### src/rtl/mem_arbiter_if.sv
// Purpose: bundles the fetch port, data port and unified-memory port of the memory arbiter.
// Latency: none; this is wiring only.
// Backpressure: requests are held by the core until the matching gnt pulse; memory stalls via mem_gnt_i.
interface mem_arbiter_if #(
  parameter int XLEN = 32
);
  // core side
  logic            flush_i;
  logic            if_req_i;
  logic [XLEN-1:0] if_adr_i;
  logic            if_gnt_o;
  logic            if_rvalid_o;
  logic [31:0]     if_rdata_o;
  logic            d_req_i;
  logic [XLEN-1:0] d_adr_i;
  logic            d_we_i;
  logic [XLEN-1:0] d_wdata_i;
  logic [2:0]      d_size_i;
  logic            d_gnt_o;
  logic            d_rvalid_o;
  logic [XLEN-1:0] d_rdata_o;
  // memory side
  logic            mem_req_o;
  logic [XLEN-1:0] mem_adr_o;
  logic            mem_we_o;
  logic [XLEN-1:0] mem_wdata_o;
  logic [2:0]      mem_size_o;
  logic            mem_gnt_i;
  logic            mem_rvalid_i;
  logic [XLEN-1:0] mem_rdata_i;

  // arbiter view
  modport slave (
    input  flush_i, if_req_i, if_adr_i, d_req_i, d_adr_i, d_we_i, d_wdata_i, d_size_i,
           mem_gnt_i, mem_rvalid_i, mem_rdata_i,
    output if_gnt_o, if_rvalid_o, if_rdata_o, d_gnt_o, d_rvalid_o, d_rdata_o,
           mem_req_o, mem_adr_o, mem_we_o, mem_wdata_o, mem_size_o
  );

  // core + memory view
  modport master (
    output flush_i, if_req_i, if_adr_i, d_req_i, d_adr_i, d_we_i, d_wdata_i, d_size_i,
           mem_gnt_i, mem_rvalid_i, mem_rdata_i,
    input  if_gnt_o, if_rvalid_o, if_rdata_o, d_gnt_o, d_rvalid_o, d_rdata_o,
           mem_req_o, mem_adr_o, mem_we_o, mem_wdata_o, mem_size_o
  );
endinterface

### src/rtl/mem_arbiter.sv
// Purpose: shares one single-ported memory between instruction fetch and load/store, data first, fetch anti-starvation.
// Latency: request to mem_req_o 1 cycle; gnt same cycle as mem_gnt_i; rvalid combinational from mem_rvalid_i.
// Backpressure: one transaction outstanding; requesters hold req until gnt, memory stalls by holding mem_gnt_i low.
module mem_arbiter #(
  parameter int XLEN         = 32,
  parameter int STARVE_LIMIT = 4,
  parameter int CNT_W        = 3
) (
  input  logic           clk,
  input  logic           reset_n,
  mem_arbiter_if.slave   bus
);

  typedef enum logic [1:0] {
    IDLE  = 2'd0,
    ISSUE = 2'd1,
    WAIT  = 2'd2
  } state_e;

  localparam logic [CNT_W-1:0] LIMIT_C = CNT_W'(STARVE_LIMIT);

  state_e          state_q, state_d;
  logic            fetch_own_q, fetch_own_d;   // 1 = fetch owns the current transaction
  logic [XLEN-1:0] adr_q, adr_d;
  logic            we_q, we_d;
  logic [XLEN-1:0] wdata_q, wdata_d;
  logic [2:0]      size_q, size_d;
  logic            discard_q, discard_d;       // fetch flushed: suppress its gnt/rvalid
  logic [CNT_W-1:0] cnt_q, cnt_d;              // consecutive data grants while fetch waits
  logic            fetch_ok;
  logic            pick_data;
  logic            f_grant;
  logic            d_grant;

  // Memory port is driven straight from the latched request so it cannot move during a stall.
  assign bus.mem_req_o   = (state_q == ISSUE);
  assign bus.mem_adr_o   = adr_q;
  assign bus.mem_we_o    = we_q;
  assign bus.mem_wdata_o = wdata_q;
  assign bus.mem_size_o  = size_q;
  assign bus.if_rdata_o  = bus.mem_rdata_i[31:0];
  assign bus.d_rdata_o   = bus.mem_rdata_i;

  // Next-state, request selection, response routing and starvation counter.
  always_comb begin
    state_d         = state_q;
    fetch_own_d     = fetch_own_q;
    adr_d           = adr_q;
    we_d            = we_q;
    wdata_d         = wdata_q;
    size_d          = size_q;
    discard_d       = discard_q;
    cnt_d           = cnt_q;
    bus.if_gnt_o    = 1'b0;
    bus.d_gnt_o     = 1'b0;
    bus.if_rvalid_o = 1'b0;
    bus.d_rvalid_o  = 1'b0;
    // A flushed fetch request is not a candidate at all.
    fetch_ok  = bus.if_req_i && !bus.flush_i;
    pick_data = bus.d_req_i && !(fetch_ok && (cnt_q == LIMIT_C));
    f_grant   = (state_q == ISSUE) && fetch_own_q && bus.mem_gnt_i;
    d_grant   = (state_q == ISSUE) && !fetch_own_q && bus.mem_gnt_i;

    case (state_q)
      IDLE: begin
        if (pick_data) begin
          fetch_own_d = 1'b0;
          adr_d       = bus.d_adr_i;
          we_d        = bus.d_we_i;
          wdata_d     = bus.d_wdata_i;
          size_d      = bus.d_size_i;
          discard_d   = 1'b0;
          state_d     = ISSUE;
        end else if (fetch_ok) begin
          fetch_own_d = 1'b1;
          adr_d       = bus.if_adr_i;
          we_d        = 1'b0;
          wdata_d     = '0;
          size_d      = 3'b010;
          discard_d   = 1'b0;
          state_d     = ISSUE;
        end
      end
      ISSUE: begin
        // The memory request is never retracted; a flush only hides the fetch from the core.
        if (fetch_own_q && bus.flush_i) discard_d = 1'b1;
        if (bus.mem_gnt_i) begin
          if (fetch_own_q) begin
            bus.if_gnt_o = !(discard_q || bus.flush_i);
            state_d      = WAIT;
          end else begin
            bus.d_gnt_o = 1'b1;
            state_d     = we_q ? IDLE : WAIT;   // stores complete at grant
          end
        end
      end
      WAIT: begin
        if (fetch_own_q && bus.flush_i) discard_d = 1'b1;
        if (bus.mem_rvalid_i) begin
          if (fetch_own_q) bus.if_rvalid_o = !(discard_q || bus.flush_i);
          else             bus.d_rvalid_o  = 1'b1;
          state_d = IDLE;
        end
      end
      default: state_d = IDLE;
    endcase

    if (!bus.if_req_i || f_grant) cnt_d = '0;
    else if (d_grant && (cnt_q < LIMIT_C)) cnt_d = cnt_q + 1'b1;
  end

  // State and request registers with synchronous reset.
  always_ff @(posedge clk) begin
    if (reset_n) begin
      state_q     <= IDLE;
      fetch_own_q <= 1'b0;
      adr_q       <= '0;
      we_q        <= 1'b0;
      wdata_q     <= '0;
      size_q      <= 3'b000;
      discard_q   <= 1'b0;
      cnt_q       <= '0;
    end else begin
      state_q     <= state_d;
      fetch_own_q <= fetch_own_d;
      adr_q       <= adr_d;
      we_q        <= we_d;
      wdata_q     <= wdata_d;
      size_q      <= size_d;
      discard_q   <= discard_d;
      cnt_q       <= cnt_d;
    end
  end

  a_gnt_in_issue: assert property (@(posedge clk) disable iff (reset_n)
    (bus.if_gnt_o || bus.d_gnt_o) |-> (state_q == ISSUE));
  a_rvalid_in_wait: assert property (@(posedge clk) disable iff (reset_n)
    (bus.if_rvalid_o || bus.d_rvalid_o) |-> (state_q == WAIT));
  a_gnt_onehot: assert property (@(posedge clk) disable iff (reset_n)
    !(bus.if_gnt_o && bus.d_gnt_o));
  a_mem_stable: assert property (@(posedge clk) disable iff (reset_n)
    (bus.mem_req_o && !bus.mem_gnt_i) |=>
      $stable({bus.mem_adr_o, bus.mem_we_o, bus.mem_wdata_o, bus.mem_size_o}));

endmodule

### src/flat_wrapper.sv
// flat-port wrapper written by rule: the top's interface ports become plain ports
module mem_arbiter_flat 
#(
  parameter int XLEN         = 32,
  parameter int STARVE_LIMIT = 4,
  parameter int CNT_W        = 3
)
  (clk, reset_n, bus_flush_i, bus_if_req_i, bus_if_adr_i, bus_d_req_i, bus_d_adr_i, bus_d_we_i, bus_d_wdata_i, bus_d_size_i, bus_mem_gnt_i, bus_mem_rvalid_i, bus_mem_rdata_i, bus_if_gnt_o, bus_if_rvalid_o, bus_if_rdata_o, bus_d_gnt_o, bus_d_rvalid_o, bus_d_rdata_o, bus_mem_req_o, bus_mem_adr_o, bus_mem_we_o, bus_mem_wdata_o, bus_mem_size_o);
  mem_arbiter_if #(.XLEN(XLEN)) bus_i ();
  input  logic clk;
  input  logic reset_n;
  input wire logic [$bits(bus_i.flush_i)-1:0] bus_flush_i;
  input wire logic [$bits(bus_i.if_req_i)-1:0] bus_if_req_i;
  input wire logic [$bits(bus_i.if_adr_i)-1:0] bus_if_adr_i;
  input wire logic [$bits(bus_i.d_req_i)-1:0] bus_d_req_i;
  input wire logic [$bits(bus_i.d_adr_i)-1:0] bus_d_adr_i;
  input wire logic [$bits(bus_i.d_we_i)-1:0] bus_d_we_i;
  input wire logic [$bits(bus_i.d_wdata_i)-1:0] bus_d_wdata_i;
  input wire logic [$bits(bus_i.d_size_i)-1:0] bus_d_size_i;
  input wire logic [$bits(bus_i.mem_gnt_i)-1:0] bus_mem_gnt_i;
  input wire logic [$bits(bus_i.mem_rvalid_i)-1:0] bus_mem_rvalid_i;
  input wire logic [$bits(bus_i.mem_rdata_i)-1:0] bus_mem_rdata_i;
  output wire logic [$bits(bus_i.if_gnt_o)-1:0] bus_if_gnt_o;
  output wire logic [$bits(bus_i.if_rvalid_o)-1:0] bus_if_rvalid_o;
  output wire logic [$bits(bus_i.if_rdata_o)-1:0] bus_if_rdata_o;
  output wire logic [$bits(bus_i.d_gnt_o)-1:0] bus_d_gnt_o;
  output wire logic [$bits(bus_i.d_rvalid_o)-1:0] bus_d_rvalid_o;
  output wire logic [$bits(bus_i.d_rdata_o)-1:0] bus_d_rdata_o;
  output wire logic [$bits(bus_i.mem_req_o)-1:0] bus_mem_req_o;
  output wire logic [$bits(bus_i.mem_adr_o)-1:0] bus_mem_adr_o;
  output wire logic [$bits(bus_i.mem_we_o)-1:0] bus_mem_we_o;
  output wire logic [$bits(bus_i.mem_wdata_o)-1:0] bus_mem_wdata_o;
  output wire logic [$bits(bus_i.mem_size_o)-1:0] bus_mem_size_o;
  assign bus_i.flush_i = bus_flush_i;
  assign bus_i.if_req_i = bus_if_req_i;
  assign bus_i.if_adr_i = bus_if_adr_i;
  assign bus_i.d_req_i = bus_d_req_i;
  assign bus_i.d_adr_i = bus_d_adr_i;
  assign bus_i.d_we_i = bus_d_we_i;
  assign bus_i.d_wdata_i = bus_d_wdata_i;
  assign bus_i.d_size_i = bus_d_size_i;
  assign bus_i.mem_gnt_i = bus_mem_gnt_i;
  assign bus_i.mem_rvalid_i = bus_mem_rvalid_i;
  assign bus_i.mem_rdata_i = bus_mem_rdata_i;
  assign bus_if_gnt_o = bus_i.if_gnt_o;
  assign bus_if_rvalid_o = bus_i.if_rvalid_o;
  assign bus_if_rdata_o = bus_i.if_rdata_o;
  assign bus_d_gnt_o = bus_i.d_gnt_o;
  assign bus_d_rvalid_o = bus_i.d_rvalid_o;
  assign bus_d_rdata_o = bus_i.d_rdata_o;
  assign bus_mem_req_o = bus_i.mem_req_o;
  assign bus_mem_adr_o = bus_i.mem_adr_o;
  assign bus_mem_we_o = bus_i.mem_we_o;
  assign bus_mem_wdata_o = bus_i.mem_wdata_o;
  assign bus_mem_size_o = bus_i.mem_size_o;
  mem_arbiter #(.XLEN(XLEN), .STARVE_LIMIT(STARVE_LIMIT), .CNT_W(CNT_W)) u_core (.clk(clk), .reset_n(reset_n), .bus(bus_i));
endmodule
### config.mk
export PLATFORM = sky130hd
export DESIGN_NAME = mem_arbiter_flat
export DESIGN_NICKNAME = d
export VERILOG_FILES = /design/src/rtl/mem_arbiter_if.sv /design/src/rtl/mem_arbiter.sv /design/src/flat_wrapper.sv
export SDC_FILE = /design/constraint.sdc
export NUM_CORES = 1
export LEC_CHECK = 0
export ABC_AREA = 1
export CAP_MARGIN = 30
export CORE_UTILIZATION = 37
export CTS_BUF_LIST = sky130_fd_sc_hd__clkbuf_2 sky130_fd_sc_hd__clkbuf_4 sky130_fd_sc_hd__clkbuf_8
export CTS_CLUSTER_DIAMETER = 200
export DETAILED_ROUTE_END_ITERATION = 6
export HOLD_SLACK_MARGIN = 0.03
export PLACE_DENSITY = 0.86
export SYNTH_ARGS = -nofsm -noshare
export SYNTH_HDL_FRONTEND = slang
export SYNTH_SLANG_ARGS = --single-unit
export TNS_END_PERCENT = 30
### constraint.sdc
create_clock -name clk -period 2.1 [get_ports clk]
set_clock_uncertainty 0.1 [all_clocks]
set_input_delay 0.42 -clock clk [delete_from_list [all_inputs] [get_ports clk]]
set_output_delay 0.42 -clock clk [all_outputs]
set_load 0.03 [all_outputs]
met1.png
Drawn at 6 px/um. Supply wires on this layer in gray. Cells faint in the background.
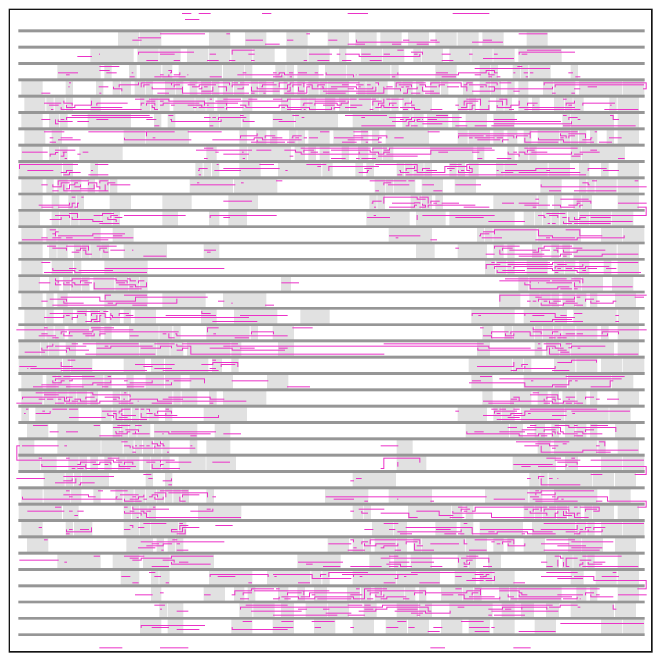
main direction: horizontal
longest straight run: 44.2 um
nets with wire on the layer: 683
wire length on this layer: 4770 um
share of all routed wire: 42%

final_congestion.png
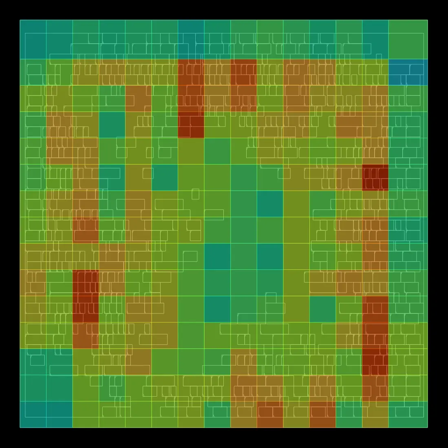
Finished Core Util: 0.5441
global routing usage on met1: 0.2276
grt met3 use: 0.05775
Total GRT Usage: 0.1919
Routed wire per std cell: 13.70 um

registers.png
Drawn at 4 px/um. Other sequential cells in the stronger gray, the rest of the logic in the fainter gray.
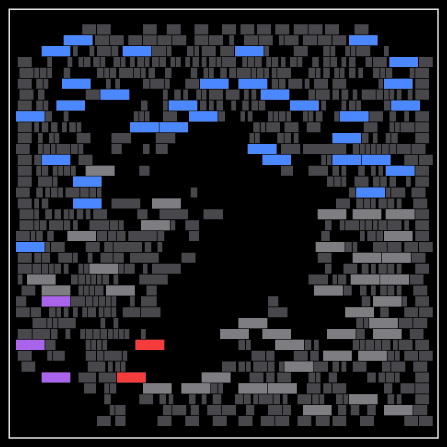
| color | netlist name | placed flops |
|---|---|---|
| purple | u_core.cnt_q | 3 |
| blue | u_core.bus.mem_adr_o | 32 |
| red | u_core.state_q | 2 |

metal_stack.png
Drawn at 4 px/um. Only two layers are drawn.
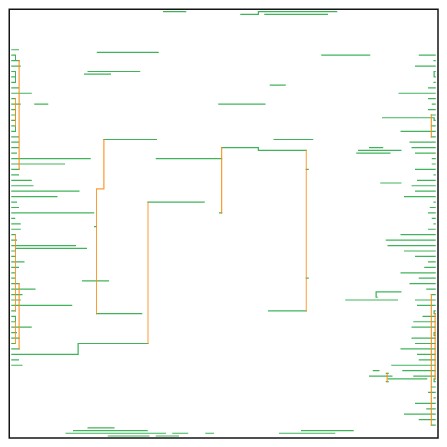
| color | layer | wire length |
|---|---|---|
| green | met3 | 915 um |
| orange | met4 | 268 um |

==> worst paths after layout <==
path                                                 from                   endpoint  slack (ps)  depth (start not counted)
worst max-delay path                    u_core.state_q[1]                bus_d_gnt_o         120                          6
worst max register to register            u_core.cnt_q[0]    u_core.bus.mem_adr_o[3]         480                         11
worst min-delay path                              reset_n         u_core.fetch_own_q         360                          4
worst min register to register  u_core.bus.mem_wdata_o[0]  u_core.bus.mem_wdata_o[0]         370                          2
==> metal layers <==
metal | wire length, um | vias to the layer above
met5 | 0 | -
met4 | 268 | 0
met3 | 915 | 35
met2 | 5369 | 180
met1 | 4765 | 1801
li1 | - | 1991
==> what timing repair did <==
item | 4_1_cts | 5_1_grt
pin swaps | 0 | 0
hold buffers | 0 | 0
gates cloned | 0 | 0
gates resized | 2 | 1
endpoints found under the setup margin | 2 | 2
==> results_dict.tcl <==
# collected from the flow reports
set metrics [dict create \
    synth-simple-area-share 0.2655 \
    critPathMaxStageDelay_ps 390 \
    nonClockInverterCount 84 \
    crit_chain "inv_2 > ha_1 > buf_4 > nand2_1 > nor2_2 > buf_4" \
    n_antenna_cell 1 \
    maxCapViolations 0 \
    crit_family "buffers and inverters" \
    p_int_uw 3710 \
    cts_tree "done" \
    multi_input_comb_cells 320 \
    synthTopCellsByCount "nand2_1 (115), inv_1 (82), dfxtp_1 (75)" \
    crit_buf_inv 3 \
    htreeDepth 3 \
    cts_setup_buffers 0 \
    crit_top_cell "buf_4" \
    max_freq_mhz 504.3 \
    setup_slack_ps 117.1 \
    compound_area_frac 0.09169 \
    synth_seq_share 0.3692 \
    post_synth_inst_count 583 \
    numPortBuffers 179 \
    die_y_um 106.8 \
    crit_type "flip-flop to output pin" \
    hold_violations 0 \
    sh_comb_area 0.2713 \
    grt_overflow 0 \
    grt_pass1_wl_mm 17.39 \
    final_cell_area_um2 5718 \
    grtUsageMet2 0.3198 \
    rsz0062_at_grt "no" \
    largest_area_cell "dfxtp_1" \
    dieArea_um2 11410 \
    status "completed" \
    sh_seq_area 0.2626 \
    hpwl_mm 7.994 \
]
